--- src/rtl/vending_pkg.sv ---
// Shared encodings for the coin front end and the vending FSM.
// Coin codes double as the vending FSM's w input encoding.
package vending_pkg;

   // Coin codes as presented on coin_code
   localparam logic [1:0] COIN_NONE = 2'b00;
   localparam logic [1:0] COIN_05   = 2'b01;
   localparam logic [1:0] COIN_10   = 2'b10;
   localparam logic [1:0] COIN_20   = 2'b11;

   // Channel index of each switch inside the packed event vector
   localparam int CH_05 = 0;
   localparam int CH_10 = 1;
   localparam int CH_20 = 2;
   localparam int NUM_CH = 3;

   // Vending FSM state encoding (consumer of the coin stream)
   typedef enum logic [2:0] {
      VEND_IDLE    = 3'd0,
      VEND_CRED_05 = 3'd1,
      VEND_CRED_10 = 3'd2,
      VEND_CRED_15 = 3'd3,
      VEND_DISPENSE = 3'd4,
      VEND_CHANGE  = 3'd5
   } vend_state_e;

   // Highest-value coin among the events of one cycle; lower ones are dropped
   function automatic logic [1:0] coin_priority(input logic [NUM_CH-1:0] ev);
      logic [1:0] code;
      code = COIN_NONE;
      if (ev[CH_20])      code = COIN_20;
      else if (ev[CH_10]) code = COIN_10;
      else if (ev[CH_05]) code = COIN_05;
      return code;
   endfunction

   // True when two or more channels fired in the same cycle
   function automatic logic multi_event(input logic [NUM_CH-1:0] ev);
      return (ev[CH_05] & ev[CH_10]) | (ev[CH_05] & ev[CH_20]) | (ev[CH_10] & ev[CH_20]);
   endfunction

endpackage

--- src/rtl/coin_debounce.sv ---
// One coin channel: 2-FF synchronizer, debounce counter, stable level and a
// registered one-cycle press pulse on the stable 1->0 transition.
module coin_debounce
   import vending_pkg::*;
#(
   parameter int DEBOUNCE_CYCLES = 4
) (
   input  logic clock_in,
   input  logic rst_n,
   input  logic sw_n_i,
   output logic press_o
);

   localparam int CW = $clog2(DEBOUNCE_CYCLES);
   localparam logic [CW-1:0] CNT_LAST = CW'(DEBOUNCE_CYCLES - 1);

   logic          sync1_q, sync2_q;
   logic          stable_q, stable_d;
   logic          stable_dly_q;
   logic [CW-1:0] cnt_q, cnt_d;
   logic          press_q, press_d;

   // Counter runs while the synchronized level disagrees with the stable one;
   // after DEBOUNCE_CYCLES disagreeing cycles the stable level adopts it.
   always_comb begin
      cnt_d    = '0;
      stable_d = stable_q;
      if (sync2_q != stable_q) begin
         if (cnt_q == CNT_LAST) begin
            stable_d = sync2_q;
            cnt_d    = '0;
         end else begin
            cnt_d = cnt_q + 1'b1;
         end
      end
      // stable_q went low on the previous edge: report one insertion
      press_d = stable_dly_q & ~stable_q;
   end

   // Synchronizer, debounce state and press pulse registers
   always_ff @(posedge clock_in or negedge rst_n) begin
      if (!rst_n) begin
         sync1_q      <= 1'b1;
         sync2_q      <= 1'b1;
         stable_q     <= 1'b1;
         stable_dly_q <= 1'b1;
         cnt_q        <= '0;
         press_q      <= 1'b0;
      end else begin
         sync1_q      <= sw_n_i;
         sync2_q      <= sync1_q;
         stable_q     <= stable_d;
         stable_dly_q <= stable_q;
         cnt_q        <= cnt_d;
         press_q      <= press_d;
      end
   end

   assign press_o = press_q;

endmodule

--- src/rtl/coin_acceptor.sv ---
// Coin acceptor front end: three debounced switch channels, a priority
// encoder for same-cycle insertions, and a show-ahead coin FIFO with
// reject/overflow reporting toward the vending FSM.
module coin_acceptor
   import vending_pkg::*;
#(
   parameter int DEBOUNCE_CYCLES = 4,
   parameter int DEPTH           = 4
) (
   input  logic                     clock_in,
   input  logic                     rst_n,
   input  logic                     tin_05,
   input  logic                     tin_10,
   input  logic                     tin_20,
   input  logic                     coin_ready,
   output logic                     coin_valid,
   output logic [1:0]               coin_code,
   output logic                     coin_reject,
   output logic                     overflow,
   output logic [$clog2(DEPTH):0]   fill_level
);

   localparam int PW = $clog2(DEPTH);
   localparam int FW = PW + 1;
   localparam logic [FW-1:0] FULL_LEVEL = FW'(DEPTH);

   logic [NUM_CH-1:0] raw_n;
   logic [NUM_CH-1:0] press;

   logic [1:0]    mem_q [DEPTH];
   logic [PW-1:0] wr_ptr_q, wr_ptr_d;
   logic [PW-1:0] rd_ptr_q, rd_ptr_d;
   logic [FW-1:0] fill_q, fill_d;
   logic          valid_q, valid_d;
   logic [1:0]    code_q, code_d;
   logic          reject_q, reject_d;
   logic          overflow_q, overflow_d;

   logic          push_valid, push, pop, full, drop;
   logic [1:0]    push_code;

   assign raw_n[CH_05] = tin_05;
   assign raw_n[CH_10] = tin_10;
   assign raw_n[CH_20] = tin_20;

   genvar gi;
   generate
      for (gi = 0; gi < NUM_CH; gi++) begin : g_chan
         coin_debounce #(
            .DEBOUNCE_CYCLES (DEBOUNCE_CYCLES)
         ) u_debounce (
            .clock_in (clock_in),
            .rst_n    (rst_n),
            .sw_n_i   (raw_n[gi]),
            .press_o  (press[gi])
         );
      end
   endgenerate

   // Push/pop decision, pointer and level update, and next registered head
   always_comb begin
      push_valid = |press;
      push_code  = coin_priority(press);
      pop        = valid_q & coin_ready;
      full       = (fill_q == FULL_LEVEL);
      // A full FIFO still accepts when the head leaves in the same cycle
      push       = push_valid & (~full | pop);
      drop       = push_valid & full & ~pop;

      wr_ptr_d = push ? wr_ptr_q + 1'b1 : wr_ptr_q;
      rd_ptr_d = pop  ? rd_ptr_q + 1'b1 : rd_ptr_q;

      fill_d = fill_q;
      case ({push, pop})
         2'b10:   fill_d = fill_q + 1'b1;
         2'b01:   fill_d = fill_q - 1'b1;
         default: fill_d = fill_q;
      endcase

      valid_d = (fill_d != '0);
      // The new head may be the entry being written this cycle (empty FIFO,
      // or single entry popped while a new one arrives)
      if (!valid_d)
         code_d = COIN_NONE;
      else if (push && (rd_ptr_d == wr_ptr_q))
         code_d = push_code;
      else
         code_d = mem_q[rd_ptr_d];

      reject_d   = drop | multi_event(press);
      overflow_d = overflow_q | drop;
   end

   // FIFO storage; contents need no reset since the level qualifies them
   always_ff @(posedge clock_in) begin
      if (push)
         mem_q[wr_ptr_q] <= push_code;
   end

   // Pointers, level and registered outputs
   always_ff @(posedge clock_in or negedge rst_n) begin
      if (!rst_n) begin
         wr_ptr_q   <= '0;
         rd_ptr_q   <= '0;
         fill_q     <= '0;
         valid_q    <= 1'b0;
         code_q     <= COIN_NONE;
         reject_q   <= 1'b0;
         overflow_q <= 1'b0;
      end else begin
         wr_ptr_q   <= wr_ptr_d;
         rd_ptr_q   <= rd_ptr_d;
         fill_q     <= fill_d;
         valid_q    <= valid_d;
         code_q     <= code_d;
         reject_q   <= reject_d;
         overflow_q <= overflow_d;
      end
   end

   assign coin_valid  = valid_q;
   assign coin_code   = code_q;
   assign coin_reject = reject_q;
   assign overflow    = overflow_q;
   assign fill_level  = fill_q;

endmodule

--- config.mk ---
export PLATFORM = sky130hd
export DESIGN_NAME = coin_acceptor
export DESIGN_NICKNAME = d
export VERILOG_FILES = /design/src/rtl/vending_pkg.sv /design/src/rtl/coin_debounce.sv /design/src/rtl/coin_acceptor.sv
export SDC_FILE = /design/constraint.sdc
export NUM_CORES = 1
export LEC_CHECK = 0
export ABC_AREA = 1
export CAP_MARGIN = 10
export CORE_MARGIN = 1.5
export CORE_UTILIZATION = 61
export CTS_CLUSTER_SIZE = 8
export DETAILED_ROUTE_END_ITERATION = 8
export MAX_ROUTING_LAYER = met4
export PLACE_DENSITY_LB_ADDON = 0.3
export SETUP_SLACK_MARGIN = 0.1
export SYNTH_ARGS = -nofsm -noshare
export SYNTH_HDL_FRONTEND = slang
export SYNTH_SLANG_ARGS = --single-unit
--- constraint.sdc ---
create_clock -name clock_in -period 4.1 [get_ports clock_in]
set_input_delay 1.23 -clock clock_in [delete_from_list [all_inputs] [get_ports clock_in]]
set_output_delay 1.23 -clock clock_in [all_outputs]
set_load 0.02 [all_outputs]
Figure 1. Power grid (run 1).
Pins as bars on the die edge.
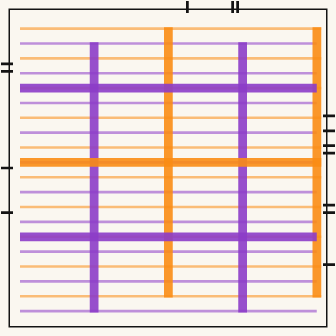
| color | net |
|---|---|
| purple | VSS |
| orange | VDD |
rows: 19
met1 rails: 20
met4 straps: 4
met5 straps: 3
core region area: 0.00281 mm2
VDD IR max: 501 uV

Figure 2. Placement by cell class (run 1).
Bar = 20 um.
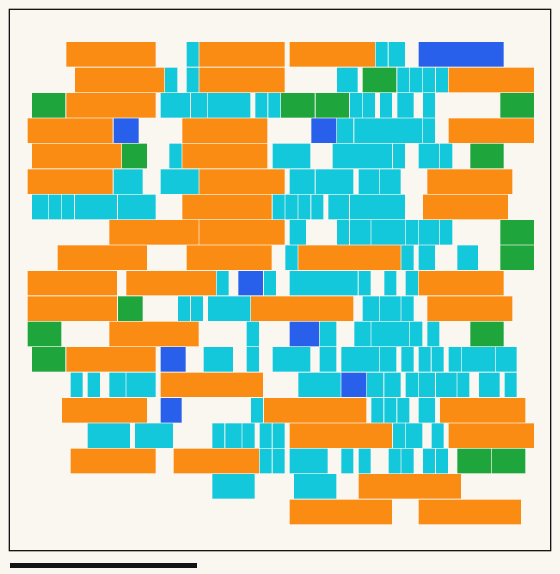
| color | class | cells | share of their area |
|---|---|---|---|
| blue | clock drivers and dummy loads | 8 | 3.8% |
| orange | sequential cells | 41 | 53% |
| green | remaining buffers and delay cells | 15 | 7.1% |
| cyan | combinational and other logic | 126 | 37% |
sequential portion of the cell area: 51.6%
Final Util: 74.6%
Post-Layout Inst Area: 0.00209 mm2
num rows: 19

==> out/metrics.yaml, run 1 <==
worst_setup_path:
  critPathRequiredTime_ns: 4.39
  cp-end-kind: "flip-flop"
  ff2ff_path_depth: 11
  slowest_stage: "clkdlybuf4s50_1"
  worstSetupPathType: "in2reg"
  path_depth: 12
  path_cells: "clkdlybuf4s50_1 -> nand2_2 -> inv_4 -> nand3_4 -> fa_1 -> inv_1 -> nand4_1 -> nand3_1 -> nand2_1 -> inv_1 -> nor2_2 -> nor2_1"
  slowest_delay_ns: 0.54
  cp-startpoint: "coin_ready"
  startpoint_type: "input pin"
detailed_routing:
  drc: 8
  ant_nets: 0
  drt_iter0_drc: 41
  top_layer: "met4"
  dr.pass1.iters: 6
  vias: 1139
  wl_met1_mm: 1.22
  dr_wl_met3_um: 135
floorplanning:
  die_x_um: 57.8
  fp_util_pct: 65.3
  fp.dieH_um: 57.8
  io-pin-count: 14
clocking:
  h-tree-depth: 2
  clock_sinks: 41
  ctsResizeCount: 0
  cts_hold_buffers: 0
  clk_pin_slew_ns: 0.12
logic_synthesis:
  top_logic_kind: "simple AND/OR/NAND/NOR gates"
  top_cell_area_share_pct: 28.7
  synth-simple-area-share_pct: 23.0
  top_cells_by_count: "28 x inv_1, 24 x nand2_1, 21 x dfrtp_1"
  ys_sh_mux_pct: 1.84
  edf_count: 8
  synth_nets: 181
  ys_types: 26
  ys_chip_area_mm2: 0.00183
  top_cells_by_area: "dfrtp_1 29%, dfstp_2 17%, edfxtp_1 13%"
  netlist_area_mm2: 0.00183
  compound_area_share_pct: 1.84
  top_cell: "inv_1"
  syn-instance-count: 167
  numSynthFlops: 41
placed_design:
  dp.cells: 213
  hpwl_mm: 2.16
  dp_slack_ns: 0.855
  place_area_mm2: 0.00202
  place.gp.congestion: 0.793
global_route:
  track_usage_pct: 20.3
  grtUsageMet2_pct: 33.3
  overflow: 0
  grt_pass1_wl_mm: 4.88
  antenna_found_initial: 0
  grt_max_degree: 26
power_and_ir_drop:
  p_seq_share_pct: 41.2
  combPwrFrac_pct: 45.1
  swShare_pct: 41.4
  power_density_mw_per_mm2: 835
  fin_total_pwr_mw: 1.75
  p_switching_mw: 0.723
status:
  status: "finished, violations left"
  failed_checks: "DRC"
min_path:
  hold_start: "g_chan[1].u_debounce.sync1_q"
  min_to: "g_chan[1].u_debounce.sync2_q"
flow_run:
  maxCapViolations: 0
  log.warning_count: 29
layout:
  buf_share_pct: 6.93
  fin_cells: 221
  multiInputGateArea_um2: 632
  n_fill_cell: 194
  nets: 203
  diodes: 0
  nClkBuffers: 6
  areaGrowthSynthToFinish_pct: 14.3
  flop-count: 41
sta:
  setup_viol: 0
  hold_ws_ns: 0.365
  timing.fmax_ghz: 0.348
  fin_setup_tns_ns: 0
  max_slew_margin_pct: 30.3
  hold_viol_final: 0
  tightest_slew_ns: 1.04
  setup_ws_ns: 1.23
  grt_setup_unrepaired: "false"
Figure 3. Clock wires, drivers and flops (run 1).
Bar = 20 um.
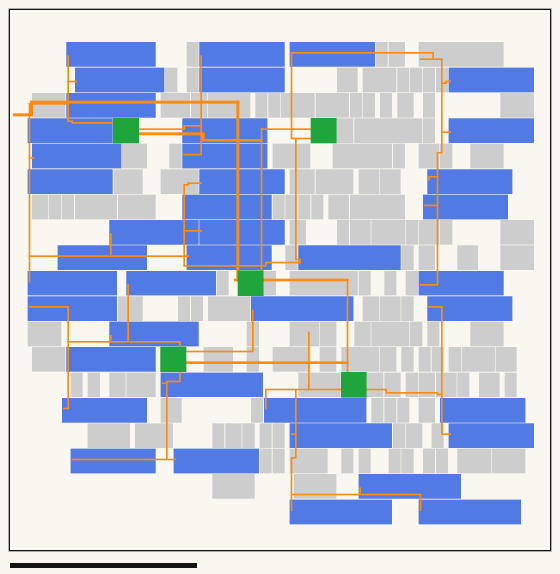
[orange] clock wires | length: 446 um
[green] clock drivers | count: 5
[blue] flip-flops | count: 41
routed clock nets: 6
clock network fraction of total power: 13.8%
P_clk: 0.240 mW
final setup skew: 0.0123 ns
clk latency late pin: 0.35 ns

## run 1: power groups by stage
stage / Sequential [mW] / Clock (mW) / Combinational [mW]
2_1_floorplan: 0.743 / 0 / 0.561
3_3_place_gp: 0.719 / 0 / 0.741
3_5_place_dp: 0.731 / 0 / 0.783
4_1_cts: 0.721 / 0.248 / 0.788
5_1_grt: 0.739 / 0.262 / 0.881
6_report: 0.720 / 0.240 / 0.787
## run 1: registers in the layout (all words and copies together) (netlist names), 2 cells and up
name and flops:
mem_q 8, g_chan.u_debounce.cnt_q 6, fill_level 3, g_chan.u_debounce.press_o 3
g_chan.u_debounce.stable_dly_q 3, g_chan.u_debounce.stable_q 3, g_chan.u_debounce.sync1_q 3, g_chan.u_debounce.sync2_q 3
coin_code 2, rd_ptr_q 2, wr_ptr_q 2
==> run 1 -> run 2 <==
--- a/config.mk
+++ b/config.mk
@@ -8,7 +8,7 @@
 export ABC_AREA = 1
 export CAP_MARGIN = 10
 export CORE_MARGIN = 1.5
-export CORE_UTILIZATION = 61
+export CORE_UTILIZATION = 57
 export CTS_CLUSTER_SIZE = 8
 export DETAILED_ROUTE_END_ITERATION = 8
 export MAX_ROUTING_LAYER = met4
==> constraint.sdc (replaced) <==
create_clock -name clock_in -period 2.8 [get_ports clock_in]
set_input_delay 0.84 -clock clock_in [delete_from_list [all_inputs] [get_ports clock_in]]
set_output_delay 0.84 -clock clock_in [all_outputs]
set_load 0.02 [all_outputs]
Figure 4. Routed metal, one color a layer (run 2).
Two of the layers only.
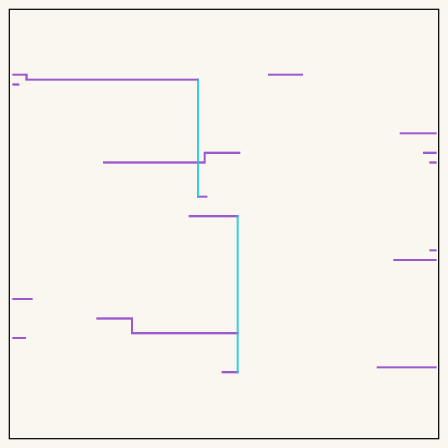
| color | layer | wire length |
|---|---|---|
| purple | metal 3 | 109 um |
| cyan | metal 4 | 38.1 um |

Figure 5. Clock nets (run 2).
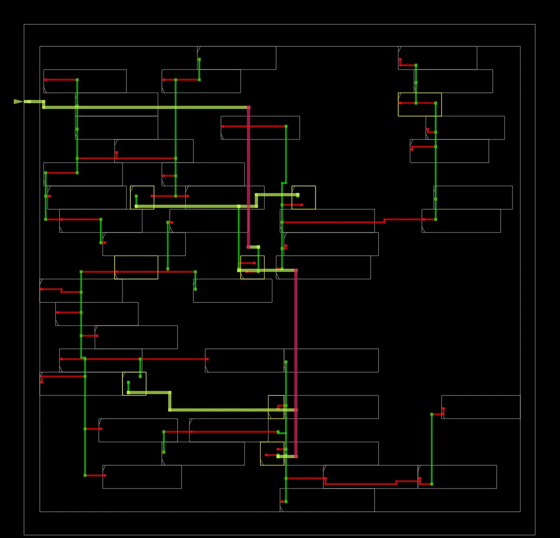
CLK BUF: 7
flip-flops: 41
TritonCTS Buffers: 5

==> run 2 against run 1 <==
The flow now finishes without violations; die area up 6.6%; cell count up 5.9%; cell area up 0.42%; clock skew down 0.0070 ns; non-clock buffer count unchanged; synthesized cell count unchanged; critical path type unchanged; worst hold slack about the same; critical endpoint unchanged; first-iteration DRC count down 24%; register-to-register slack worse by 1.2 ns; sequential power up 47%; largest cell class unchanged; sequential share of layout area down 0.22 points; routed wire length down 6.0%.
==> out/metrics.yaml, run 2 <==
sta:
  fin_skew_ns: 0.00522  # -0.00705 ns
  tightest_slew_ns: 0.402  # -0.640 ns
  hold_ws_ns: 0.365  # -0.000260 ns
  setup_viol: 0  # unchanged
  max_slew_margin_pct: 73.2  # +43 points
  timing.fmax_ghz: 0.435
  fin_setup_tns_ns: 0  # unchanged
  hold_viol_final: 0  # unchanged
  setup_ws_ns: 0.499  # -0.729 ns
layout:
  multiInputGateArea_um2: 632  # unchanged
  diodes: 0  # unchanged
  final_util_pct: 68.9  # -5.8 points
  nets: 203  # unchanged
  fin_cells: 234  # +5.9%
  areaGrowthSynthToFinish_pct: 14.8
placed_design:
  place.gp.congestion: 0.833  # +5.1%
  place_area_mm2: 0.00203  # +0.81%
  dp.cells: 226  # +6.1%
  dp_slack_ns: 0.130  # -0.725 ns
logic_synthesis:
  ys_chip_area_mm2: 0.00183  # unchanged
  netlist_area_mm2: 0.00183  # unchanged
  compound_area_share_pct: 1.84  # unchanged
  ys_sh_mux_pct: 1.84  # unchanged
  edf_count: 8  # unchanged
  top_cells_by_area: "dfrtp_1 29%, dfstp_2 17%, edfxtp_1 13%"
  top_cell: "inv_1"
  top_cells_by_count: "28 x inv_1, 24 x nand2_1, 21 x dfrtp_1"
  synth_nets: 181  # unchanged
  top_cell_area_share_pct: 28.7  # unchanged
  top_logic_kind: "simple AND/OR/NAND/NOR gates"
detailed_routing:
  wl_met1_mm: 1.11  # -8.8%
  top_layer: "met4"
  ant_nets: 0  # unchanged
  drt_iter0_drc: 31  # -24%
global_route:
  grt_pass1_wl_mm: 4.53  # -7.1%
  grtUsageMet2_pct: 32.3  # -0.98 points
  antenna_found_initial: 0  # unchanged
worst_setup_path:
  slowest_stage: "clkdlybuf4s50_1"
  ff2ff_path_depth: 10  # -1
  critPathRequiredTime_ns: 3.09  # -1.30 ns
  path_cells: "clkdlybuf4s50_1 -> nand2_2 -> inv_4 -> nand3_4 -> fa_1 -> inv_1 -> nand4_1 -> nand3_1 -> nand2_1 -> inv_1 -> nor2_2 -> nor2_1"
  slowest_delay_ns: 0.54  # about the same
  path_depth: 12  # unchanged
  startpoint_type: "input pin"
  cp-startpoint: "coin_ready"
  cp-end-kind: "flip-flop"
  worstSetupPathType: "in2reg"
flow_run:
  log.warning_count: 29  # unchanged
  maxCapViolations: 0  # unchanged
floorplanning:
  die_x_um: 59.7  # +3.3%
  fp_util_pct: 60.0  # -5.3 points
  io-pin-count: 14  # unchanged
  fp.dieH_um: 59.7  # +3.3%
  coreArea_mm2: 0.00305  # +8.8%
status:
  status: "complete, no violations"
power_and_ir_drop:
  power_density_mw_per_mm2: 1190  # +43%
  combPwrFrac_pct: 44.9  # -0.2 points
  fin_total_pwr_mw: 2.50  # +43%
  peakVddDrop_uv: 704  # +40%
clocking:
  clk_pin_slew_ns: 0.11  # about the same
  clock_sinks: 41  # unchanged
run 2: power by group through the flow:
stage | Sequential [mW] | Clock (mW) | Combinational, mW
after global placement | 1.06 | 0 | 1.08
after global routing | 1.09 | 0.356 | 1.27
after CTS | 1.06 | 0.334 | 1.14
final | 1.06 | 0.324 | 1.12
after detailed placement | 1.07 | 0 | 1.13
after floorplan | 1.09 | 0 | 0.821
run 2: layout make-up:
cell class,count,share of cell area (%)
Inverter,31,5.65
Timing Repair Buffer,15,6.90
Multi-Input combinational cell,95,30.1
Clock buffer,7,3.10
Clock inverter,1,0.238
Sequential cell,41,51.4
Tap cell,44,2.62
Power and IR drop assume default switching activity.
